Run 1, gate families picked out:
The bar under the picture is 50 um long.
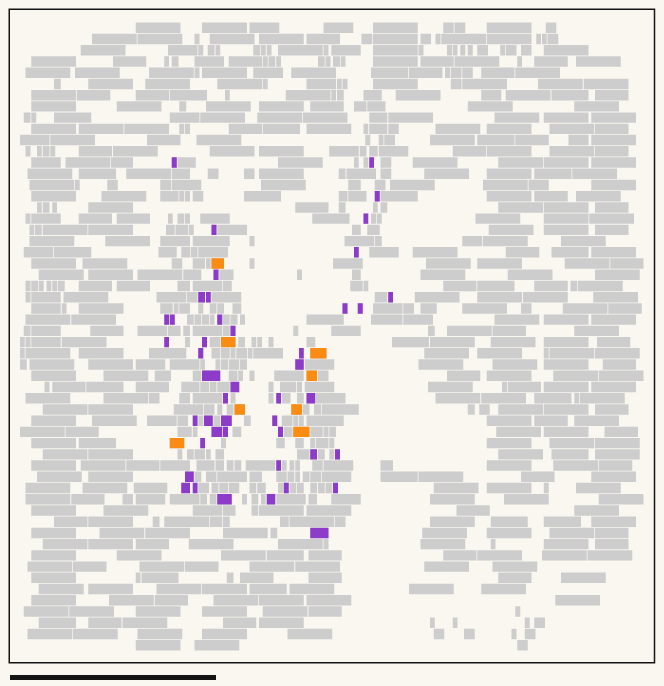
Run 1, clock network drawn from the DEF:
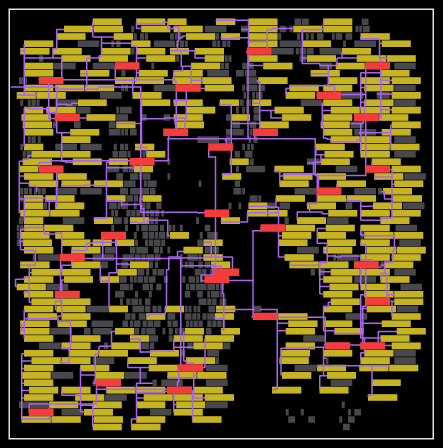
Run 1, congestion heat map:
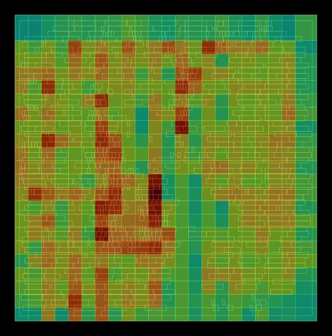
Run 1, local utilization:
16 x 16 tiles, from dark blue (low) to red (high), 0 to 100% covered.
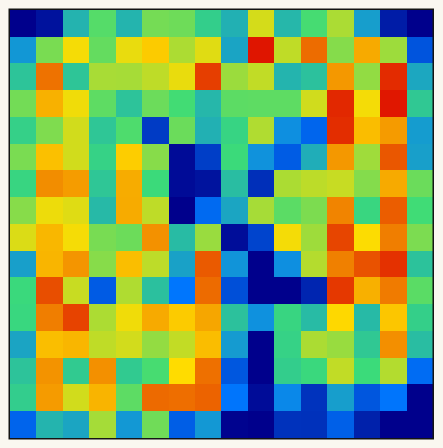
$ cat src/rtl/noc_bus_bridge_pkg.sv
// Shared definitions for the NoC <-> bus bridge.
// Holds the default flit width and FIFO depth, the router flit type,
// and the outbound packet sequencer state encoding.
package HeMPS_defaults;

  localparam int TAM_FLIT  = 32;
  localparam int BUF_DEPTH = 4;

  // Router flit as used on the bridge ports when FLIT_W = TAM_FLIT.
  typedef logic [TAM_FLIT-1:0] regflit;

  typedef enum logic [2:0] {
    S_IDLE,
    S_REQ,
    S_BACKOFF,
    S_HEADER,
    S_SIZE,
    S_PAYLOAD,
    S_RELEASE
  } bridge_state_t;

endpackage

$ cat src/rtl/noc_bus_bridge_fifo.sv
// bridge_fifo: synchronous FIFO with fall-through head (dout is the oldest
// entry whenever empty = 0). Push while full and pop while empty are ignored.
// Ports:
//   clock, reset    rising-edge clock, synchronous active-low reset
//   push, din       write request and data
//   pop             read request (advances the head)
//   dout            current head entry
//   full, empty     occupancy flags
module bridge_fifo #(
  parameter int WIDTH = 32,
  parameter int DEPTH = 4
) (
  input  logic             clock,
  input  logic             reset,
  input  logic             push,
  input  logic [WIDTH-1:0] din,
  input  logic             pop,
  output logic [WIDTH-1:0] dout,
  output logic             full,
  output logic             empty
);

  localparam int AW = $clog2(DEPTH);

  logic [WIDTH-1:0] mem [DEPTH];
  logic [AW-1:0]    wr_ptr, rd_ptr;
  logic [AW:0]      count;
  logic             do_push, do_pop;

  assign full    = (count == (AW+1)'(DEPTH));
  assign empty   = (count == '0);
  assign do_push = push && !full;
  assign do_pop  = pop && !empty;
  assign dout    = mem[rd_ptr];

  // DEPTH is a power of two, so the pointers wrap on their own.
  always_ff @(posedge clock) begin
    if (!reset) begin
      wr_ptr <= '0;
      rd_ptr <= '0;
      count  <= '0;
    end else begin
      if (do_push) wr_ptr <= wr_ptr + 1'b1;
      if (do_pop)  rd_ptr <= rd_ptr + 1'b1;
      case ({do_push, do_pop})
        2'b10:   count <= count + 1'b1;
        2'b01:   count <= count - 1'b1;
        default: count <= count;
      endcase
    end
  end

  always_ff @(posedge clock) begin
    if (do_push) mem[wr_ptr] <= din;
  end

endmodule

$ cat src/rtl/noc_bus_bridge.sv
// noc_bus_bridge: joins a router local port to a shared bus.
// Router -> bus flits are buffered in an outbound FIFO and sent as packets
// (header, size, size payload flits) after winning bus arbitration.
// Bus -> router flits pass through an inbound FIFO.
// Ports:
//   clock, reset                      clock, synchronous active-low reset
//   rx, data_in, credit_o             router -> bridge flit handshake
//   tx, data_out, credit_i            bridge -> router flit handshake
//   rx_b, data_in_b, credit_o_b       bus -> bridge flit handshake
//   tx_b, data_out_b, credit_i_b      bridge -> bus flit handshake
//   tx_addr_b                         destination of the packet on the bus
//   request, grant, using_bus, ack    bus arbitration
module noc_bus_bridge
  import HeMPS_defaults::*;
#(
  parameter int FLIT_W      = TAM_FLIT,
  parameter int DEPTH       = BUF_DEPTH,
  parameter int REQ_TIMEOUT = 0
) (
  input  logic              clock,
  input  logic              reset,
  input  logic              rx,
  input  logic [FLIT_W-1:0] data_in,
  output logic              credit_o,
  output logic              tx,
  output logic [FLIT_W-1:0] data_out,
  input  logic              credit_i,
  input  logic              rx_b,
  input  logic [FLIT_W-1:0] data_in_b,
  output logic              credit_o_b,
  output logic              tx_b,
  output logic [FLIT_W-1:0] data_out_b,
  output logic [FLIT_W-1:0] tx_addr_b,
  input  logic              credit_i_b,
  output logic              request,
  input  logic              grant,
  output logic              using_bus,
  output logic              ack
);

  localparam int HW = FLIT_W / 2;

  bridge_state_t state, state_nxt;

  logic              out_full, out_empty, in_full, in_empty;
  logic [FLIT_W-1:0] out_head;
  logic              in_pkt, xfer;
  logic [HW-1:0]     pay_cnt;
  logic [31:0]       wait_cnt;

  bridge_fifo #(.WIDTH(FLIT_W), .DEPTH(DEPTH)) u_out_fifo (
    .clock (clock),
    .reset (reset),
    .push  (rx),
    .din   (data_in),
    .pop   (xfer),
    .dout  (out_head),
    .full  (out_full),
    .empty (out_empty)
  );

  bridge_fifo #(.WIDTH(FLIT_W), .DEPTH(DEPTH)) u_in_fifo (
    .clock (clock),
    .reset (reset),
    .push  (rx_b),
    .din   (data_in_b),
    .pop   (tx && credit_i),
    .dout  (data_out),
    .full  (in_full),
    .empty (in_empty)
  );

  assign credit_o   = !out_full;
  assign credit_o_b = !in_full;
  assign tx         = !in_empty;

  // Bus is held from HEADER through PAYLOAD even if the FIFO runs dry.
  assign in_pkt     = (state == S_HEADER) || (state == S_SIZE) || (state == S_PAYLOAD);
  assign using_bus  = in_pkt;
  assign tx_b       = in_pkt && !out_empty;
  assign data_out_b = out_head;
  assign xfer       = tx_b && credit_i_b;

  always_ff @(posedge clock) begin
    if (!reset) begin
      state     <= S_IDLE;
      pay_cnt   <= '0;
      wait_cnt  <= '0;
      tx_addr_b <= '0;
    end else begin
      state <= state_nxt;
      // Counts consecutive ungranted REQ cycles; any other state clears it.
      if (state == S_REQ && !grant) wait_cnt <= wait_cnt + 1'b1;
      else                          wait_cnt <= '0;
      if (state == S_HEADER && xfer) tx_addr_b <= out_head >> HW;
      if (state == S_SIZE && xfer)         pay_cnt <= out_head[HW-1:0];
      else if (state == S_PAYLOAD && xfer) pay_cnt <= pay_cnt - 1'b1;
    end
  end

  always_comb begin
    state_nxt = state;
    request   = 1'b0;
    ack       = 1'b0;
    case (state)
      S_IDLE:    if (!out_empty) state_nxt = S_REQ;
      S_REQ: begin
        request = 1'b1;
        if (grant) state_nxt = S_HEADER;
        else if (REQ_TIMEOUT > 0 && wait_cnt == 32'(REQ_TIMEOUT - 1)) state_nxt = S_BACKOFF;
      end
      S_BACKOFF: state_nxt = S_REQ;
      S_HEADER:  if (xfer) state_nxt = S_SIZE;
      S_SIZE:    if (xfer) state_nxt = (out_head[HW-1:0] == '0) ? S_RELEASE : S_PAYLOAD;
      S_PAYLOAD: if (xfer && pay_cnt == HW'(1)) state_nxt = S_RELEASE;
      S_RELEASE: begin
        ack       = 1'b1;
        state_nxt = S_IDLE;
      end
      default:   state_nxt = S_IDLE;
    endcase
  end

endmodule

$ cat config.mk
export PLATFORM = sky130hd
export DESIGN_NAME = noc_bus_bridge
export DESIGN_NICKNAME = d
export VERILOG_FILES = /design/src/rtl/noc_bus_bridge_pkg.sv /design/src/rtl/noc_bus_bridge_fifo.sv /design/src/rtl/noc_bus_bridge.sv
export SDC_FILE = /design/constraint.sdc
export NUM_CORES = 1
export LEC_CHECK = 0
export CAP_MARGIN = 20
export CORE_AREA = 2 2 154 156
export CTS_CLUSTER_DIAMETER = 60
export DETAILED_ROUTE_END_ITERATION = 10
export DIE_AREA = 0 0 156 158
export DONT_BUFFER_PORTS = 1
export GPL_TIMING_DRIVEN = 0
export PLACE_DENSITY = 0.68
export SYNTH_ARGS = -nofsm -noshare
export SYNTH_HDL_FRONTEND = slang
export SYNTH_SLANG_ARGS = --single-unit
$ cat constraint.sdc
create_clock -name clock -period 2.9 [get_ports clock]
set_input_delay 0.87 -clock clock [delete_from_list [all_inputs] [get_ports clock]]
set_output_delay 0.87 -clock clock [all_outputs]
set_load 0.005 [all_outputs]
==> run summary, run 1 <==
State of the implementation.

- The synthesized design contains between 200 and 300 enable-type register cells.
- The cell count after synthesis came out at 693.
- The worst supply voltage drop on vdd is around 0.84 mV, for reference.
- The number of antenna violations at the first check in global routing is 0.
- The weighted congestion at the end of routability-driven global placement is 0.849, for reference.
- The clock buffers instantiated in the layout total 39.
- STA classifies the critical path startpoint as a flop.
- The clock tree from TritonCTS is yes, for reference.
- In this run the remaining antenna-violating nets after routing total 0.
- The share of flip-flops with an asynchronous set or reset is 0, for reference.
- For this design the top-level I/O count stands at 174.
- The transition time at the pin with the least slew margin is 0.903 ns, for reference.
- The group with the largest share of power is registers, for reference.
- The final-stage net count is 824, for reference.
- The biggest area consumer among cell classes is flip-flops and latches, for reference.
- Post-CTS repair changed the size of 9 cells.
- The combinational gate power is 1380 uW, for reference.
- Counting the inverters off the clock network in the layout gives 15.
- The internal power is approximately 7900 uW, for reference.
- Setup repair after global routing left no endpoint under its margin.
- The layout filler cell count is between 1500 and 2000, for reference.
- Total power normalized to cell area comes to 772 nW/um^2.
- The final design instance area without fill is approximately 13000 um^2, for reference.
- The post-cts hold-fix buffer tally is 0, for reference.
- The fraction of final cell area spent on non-clock buffers in this run is 0.0219.
- The arrival time of data at the critical path endpoint is roughly 1.9 ns, for reference.
- The clock buffer and inverter area fraction after layout is 0.0727, for reference.
- Measured in cells, the most critical reg-to-reg path has a length of 9.
- For this run, the detailed router reports a per-instance via density of 5.96.
- The largest registers in the layout are u_in_fifo.mem: 128 flops, u_out_fifo.mem: 128 flops.
- The first detailed-routing pass ran for 5 iterations.
- The average cell area after synthesis is approximately 17 um^2, for reference.
- The flow ran to the end, and the final reports show no timing, DRC or antenna violations.
- Yosys attributes the largest share of cell area to edfxtp_1 (64%), mux4_2 (12%), dfxtp_1 (8.8%), nand2_1 (1.8%), a21oi_1 (1.6%).
- The final tally of max-slew violations is 0, for reference.
- The endpoint with the worst hold slack is u_out_fifo.mem[2][29], for reference.
- The slowest stage of the critical path is the mux4_2 cell.
- The switching part of the total power is 0.240, for reference.
- Of the total standard cell area in the layout, the sequential portion is 0.650.
- Per STA, the highest per-stage delay on the worst path measures 0.57 ns.
- The startpoint of the worst register-to-register path is u_out_fifo.count[0], for reference.
- The final layout reports a setup TNS of 0 ns.
- The time the worst path needs with I/O delays and setup is 2.75 ns, for reference.
- The clock slew seen by the registers of the worst setup and hold paths is approximately 0.06 ns, for reference.
- Compared with the post-synthesis result, the final layout area differs by 11.9%.
- The chip area estimate from yosys synthesis is 12000 um^2, for reference.
- The via count of the first global-routing pass is 6503.
- The end of the critical path is data_out_b[31], for reference.
- The share of the synthesized area in the top cell type is 0.639, for reference.
- The main flop type is edfxtp_1, for reference.
- The total net switching power is 2500 uW, for reference.
- The tapcell count is 290, for reference.
- During placement, the flow inserted port buffers numbering 0.
- The number of setup violations in the final report is 0, for reference.
- Per the timing report, the most critical flop-to-flop path finishes at u_out_fifo.count[2].
- The unique cell type count in the Yosys netlist is 51, for reference.
- The logic gate fraction of the total cell area is 0.225, for reference.
- The leakage dissipation is 0.00441 uW, for reference.
- The share of total power dissipated in sequential elements is 0.507.
- The design has 309 sequential cells.
- The buffer type at the clock tree root is clkbuf_16, for reference.
- The half-perimeter wire length after detailed placement is 15200 um, for reference.
- The cell type with the largest total area is edfxtp_1, for reference.
- The yosys cell count is 693, for reference.
- In this run the tightest slew margin relative to its limit is 0.398.
- The combined buffer and inverter count along the critical path is 2, for reference.
- The clock passes through at most 3 buffers.
- The iteration-0 DRC count of the detailed router is slightly below 500, for reference.
- The number of buffers created by CTS is 31, for reference.
- For this run, the register share of the synthesized area comes to 0.727.
Back to the opening pictures, 'gate families picked out':
family	color	cells
NOR gates	purple	45
AND-OR and OR-AND gates	orange	8
highest-count logic cell in the final layout: edfxtp_1
post-route insts no fill: 1053

Back to the opening pictures, 'clock network drawn from the DEF':
[flip-flops] yellow | count: 309
[clock wires] purple | length: 3130 um
[cells driving clock nets] red | count: 31
routed clock nets	32
flops lie	spread over the die
skew final: 0.00827 ns
clock latency at the later pin of the worst-skew pair: 0.54 ns
clock network power share: 0.359
power consumed by the clock network: 3740 uW

Back to the opening pictures, 'congestion heat map':
routed len/inst: 22.1 um
layer with the highest usage after global routing: met2
GRT Overall Usage: 0.188

Back to the opening pictures, 'local utilization':
mean over tiles	53%
tiles over 75% full	23%
fullest tile	98%
emptiest ninth of the die	center
nearly empty tiles	5.1%

==> run 1: kinds of logic after synthesis <==
| logic type | count (synthesis) | synth area share |
|---|---|---|
| AND/OR/NAND/NOR | 141 | 0.0557 |
| flip-flops | 309 | 0.727 |
| multiplexers | 66 | 0.121 |
| other | 1 | 0.000312 |
| XOR/XNOR | 10 | 0.00728 |
| adder cells (fa/ha/maj) | 14 | 0.0158 |
| buffers and inverters | 63 | 0.0274 |
| AND-OR/OR-AND | 89 | 0.0453 |
==> run 1: per-layer routing <==
metal	share of wire	up-vias	GRT usage
li1	-	2782	-
met1	0.37	3176	0.222
met2	0.51	281	0.329
met3	0.10	39	0.0695
met4	0.016	0	0.0463
met5	0	-	0
Run 1, signal wires by layer:
The bar under the picture is 50 um long.
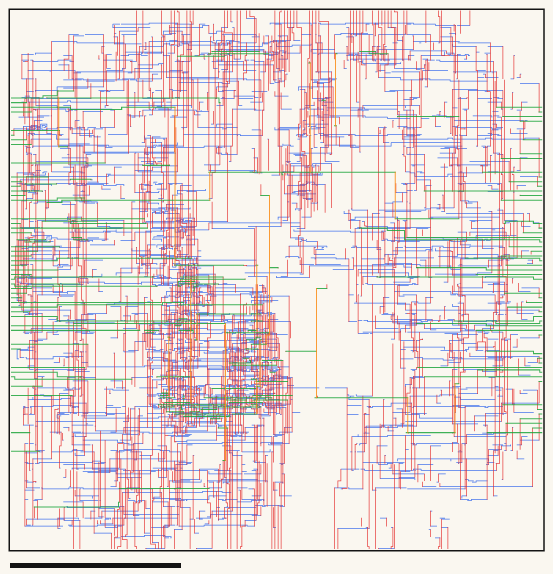

==> run 2: changes to the inputs <==
--- a/config.mk
+++ b/config.mk
@@ -12,6 +12,7 @@
 export DIE_AREA = 0 0 156 158
 export DONT_BUFFER_PORTS = 1
 export GPL_TIMING_DRIVEN = 0
+export HOLD_SLACK_MARGIN = 0.03
 export PLACE_DENSITY = 0.68
 export SYNTH_ARGS = -nofsm -noshare
 export SYNTH_HDL_FRONTEND = slang
==> constraint.sdc (replaced) <==
create_clock -name clock -period 3.2 [get_ports clock]
set_input_delay 0.96 -clock clock [delete_from_list [all_inputs] [get_ports clock]]
set_output_delay 0.96 -clock clock [all_outputs]
set_load 0.005 [all_outputs]
Run 2, signal wires by layer:
The bar under the picture is 50 um long.
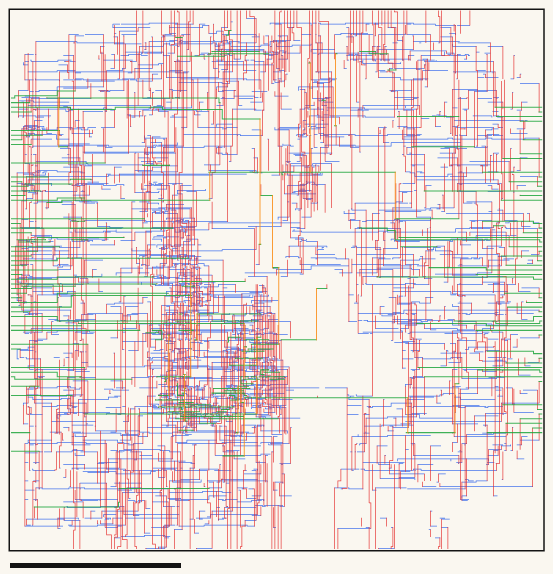
layer	color	wire length
met3	green	2520 um
met1	blue	8630 um
met4	orange	343 um
met2	red	11800 um
GRT Overall Usage: 0.188
Vias: 6287

Run 2, congestion heat map:
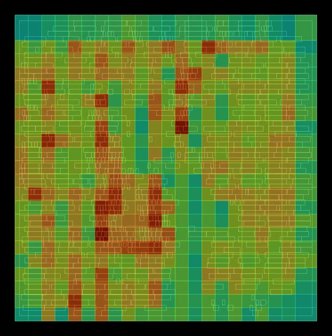
met3 track demand over resource: 0.0717
met2 Usage GRT: 0.328

Run 2, clock network drawn from the DEF:
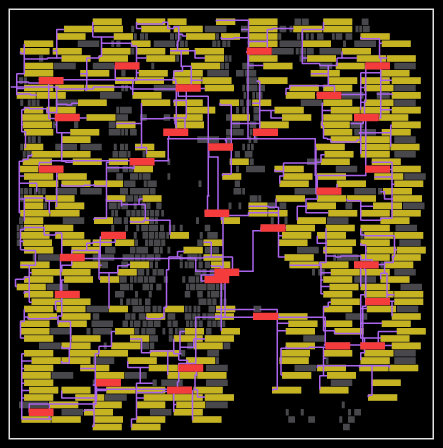
[clock wires] purple | length: 3160 um
[flip-flops] yellow | count: 309
[cells driving clock nets] red | count: 31
flops lie	spread over the die
routed clock nets	32

==> run 2 against run 1 <==
Net effect:
- utilization down 0.065 points
- power shrank 9.4%
- global-route usage is essentially flat
- die size unchanged
- synthesized cell count unchanged
- sequential share of layout area increased by 0.063 points
- non-clock buffer count is 1 higher
- critical endpoint is now data_out_b[15]
- largest power group unchanged
==> run summary, run 2 <==
State of the implementation.

- Main area contributors: edfxtp_1 (64%), mux4_2 (12%), dfxtp_1 (8.8%), nand2_1 (1.8%), a21oi_1 (1.6%) (unchanged).
- The clock tree from TritonCTS is yes (unchanged).
- The cell at the slowest stage of the critical path is mux4_2 (unchanged), for reference.
- The capture instance of the worst register-to-register path is state[1] (was u_out_fifo.count[2]).
- The combined buffer and inverter count along the critical path is 2 (unchanged).
- Largest regs: u_in_fifo.mem: 128 flops, u_out_fifo.mem: 128 flops (unchanged).
- The combinational gate power is 1260 uW (was 1380 uW), for reference.
- The remaining number of nets flagged by the antenna check after routing is 0 (unchanged).
- The transition time at the pin with the least slew margin is 0.909 ns (was 0.903 ns), for reference.
- The stage-log warning count is 33 (was 34), for reference.
- The post-synthesis cell count was 693 (unchanged).
- The internal power is 7160 uW (was 7900 uW).
- The per-cell via count in the routed design is 5.96 (about the same), for reference.
- The total number of cells along the worst setup path was 3 (unchanged).
- The final-stage net count came to 825 (was 824).
- The unique cell type count in the Yosys netlist is 51 (unchanged).
- The half-perimeter wire length after detailed placement is 15200 um (unchanged), for reference.
- The wire length per cell after detailed routing is 22.1 um (about the same), for reference.
- The kind of end point of the critical path is an output pin (unchanged).
- The number of synthesized flops with an enable pin is 256 (unchanged), for reference.
- The I/O pin total came to 174 (unchanged).
- The weighted congestion at the end of routability-driven global placement is 0.849 (unchanged), for reference.
- The met2 wire length is 11800 um (about the same), for reference.
- The cell type with the largest total area is edfxtp_1 (unchanged), for reference.
- The power density of the placed cells is 700 nW/um^2 (was 772 nW/um^2), for reference.
- The number of setup violations in the final report is 0 (unchanged), for reference.
- The clock insertion delay at the later pin of the skew report was 0.54 ns (about the same).
- The final setup skew is 0.00617 ns (was 0.00827 ns).
- The leakage dissipation was 0.00440 uW (was 0.00441 uW).
- The clock group total power was 3390 uW (was 3740 uW).
- The level count of the clock H-tree is 1 (unchanged), for reference.
- The biggest cell delay along the critical path is 0.69 ns (was 0.57 ns), for reference.
- The area growth from synthesis to layout came to 11.8% (was 11.9%).
- The final timing report derives a shortest allowable period of 3.03 ns.
- Run status: finished, final reports clean (unchanged).
- The met3 layer wire length in the routed design came to 2520 um (was 2430 um).
- The share of the synthesized area in the top cell type is 0.639 (unchanged).
- The final-report hold violation count is 0 (unchanged), for reference.
- The share of flip-flops with an asynchronous set or reset came to 0 (unchanged).
- The number of cells upsized or downsized after cts was 2 (was 9).
- The end of the critical path was data_out_b[15] (was data_out_b[31]).
- The launch instance of the worst min-delay path is tx_addr_b[2] (was data_in[29]), for reference.
- The fraction of final layout cells sized beyond drive strength 1 came to 0.196 (was 0.202).
- The worst hold margin was 0.479 ns (was 0.423 ns).
- The number of antenna violations at the first check in global routing is 1 (was 0), for reference.
- The group with the largest share of power is registers (unchanged), for reference.
- The standard-cell row count is 56 (unchanged), for reference.
- The total net switching power is 2270 uW (was 2500 uW), for reference.
- The relative slew slack is 0.394 (was 0.398), for reference.
- The final design instance area without fill is 13500 um^2 (about the same).
- The clock network fraction of design power came to 0.360 (was 0.359).
- The number of remaining DRC errors is 0 (unchanged).
- The most frequent standard cell in the layout excluding fill and tap cells is edfxtp_1 (unchanged).
- The main flop type is edfxtp_1 (unchanged), for reference.
- The fraction of met1 tracks used by global routing came to 0.223 (was 0.222).
- The most used routing layer was met2 (unchanged).
- The detailed-route wire length on metal 1 is 8630 um (was 8680 um), for reference.
- The number of buffers created by CTS came to 31 (unchanged).
- The total die area is 24600 um^2 (unchanged).
- The highest signal layer in the routed design is met4 (unchanged), for reference.
- The vertical die dimension was 158 um (unchanged).
- The final tally of max-slew violations is 0 (unchanged), for reference.
- The endpoint with the worst hold slack is tx_addr_b[2] (was u_out_fifo.mem[2][29]).
- The chip area estimate from yosys synthesis is 12000 um^2 (unchanged), for reference.
- The number of input and output port buffers inserted is 0 (unchanged), for reference.
- Most frequent cells after synthesis: edfxtp_1 (256), mux4_2 (64), nand2_1 (59) (unchanged).
- The worst supply voltage drop on vdd is 0.762 mV (was 0.843 mV), for reference.
- The accumulated negative setup slack is 0 ns (unchanged), for reference.
- The arrival time of data at the critical path endpoint is 2.07 ns (was 1.88 ns), for reference.
- The post-cts hold-fix buffer tally is 0 (unchanged), for reference.
- The number of cell instances on the worst register-to-register path is 6 (was 9), for reference.
- The total chip power was 9420 uW (was 10400 uW).
- The average cell area after synthesis came to 17.4 um^2 (unchanged).
- The startpoint type of the worst setup path was a flop (unchanged).
- The final non-filler cell total is 1055 (was 1053), for reference.
- The sequential share of the synthesized area is 0.727 (unchanged).
- The iteration-0 DRC count of the detailed router is 528 (was 494), for reference.
- The tally of yosys warning messages is 0 (unchanged), for reference.
- The yosys cell count is 693 (unchanged), for reference.
- The relative contribution of sequential cells to total power was 0.506 (was 0.507).
- The maximum number of buffers from clock root to sink came to 3 (unchanged).
- The total iterations of the first detailed-routing run came to 6 (was 5).
- The buffer type at the clock tree root is clkbuf_16 (unchanged), for reference.
- The switching part of the total power is 0.241 (was 0.240).
- The via count of the first global-routing pass is 6489 (was 6503), for reference.
- The clock slew seen by the registers of the worst setup and hold paths was 0.06 ns (about the same).
-- run 2: tightest hold or removal path, delay by kind of cell (launching register included) --
kind            cells  cell delay, ns
flops               1            0.32
compound gates      1            0.05
simple gates        1            0.06
-- run 2: kinds of logic after synthesis --
group                    Yosys count  synth area share
flip-flops                       309             0.727
AND/OR/NAND/NOR                  141            0.0557
AND-OR/OR-AND                     89            0.0453
multiplexers                      66             0.121
buffers and inverters             63            0.0274
adder cells (fa/ha/maj)           14            0.0158
XOR/XNOR                          10           0.00728
other                              1          0.000312
-- run 2: final cells by class --
cell class	instances	area, um^2
Buffer	47	279
Antenna cell	1	2.50
Clock inverter	18	134
Multi-Input combinational cell	336	3030
Tap cell	290	363
Fill cell	1673	9600
Inverter	15	56.3
Clock buffer	39	846
Sequential cell	309	8750
Power and IR drop assume default switching activity.
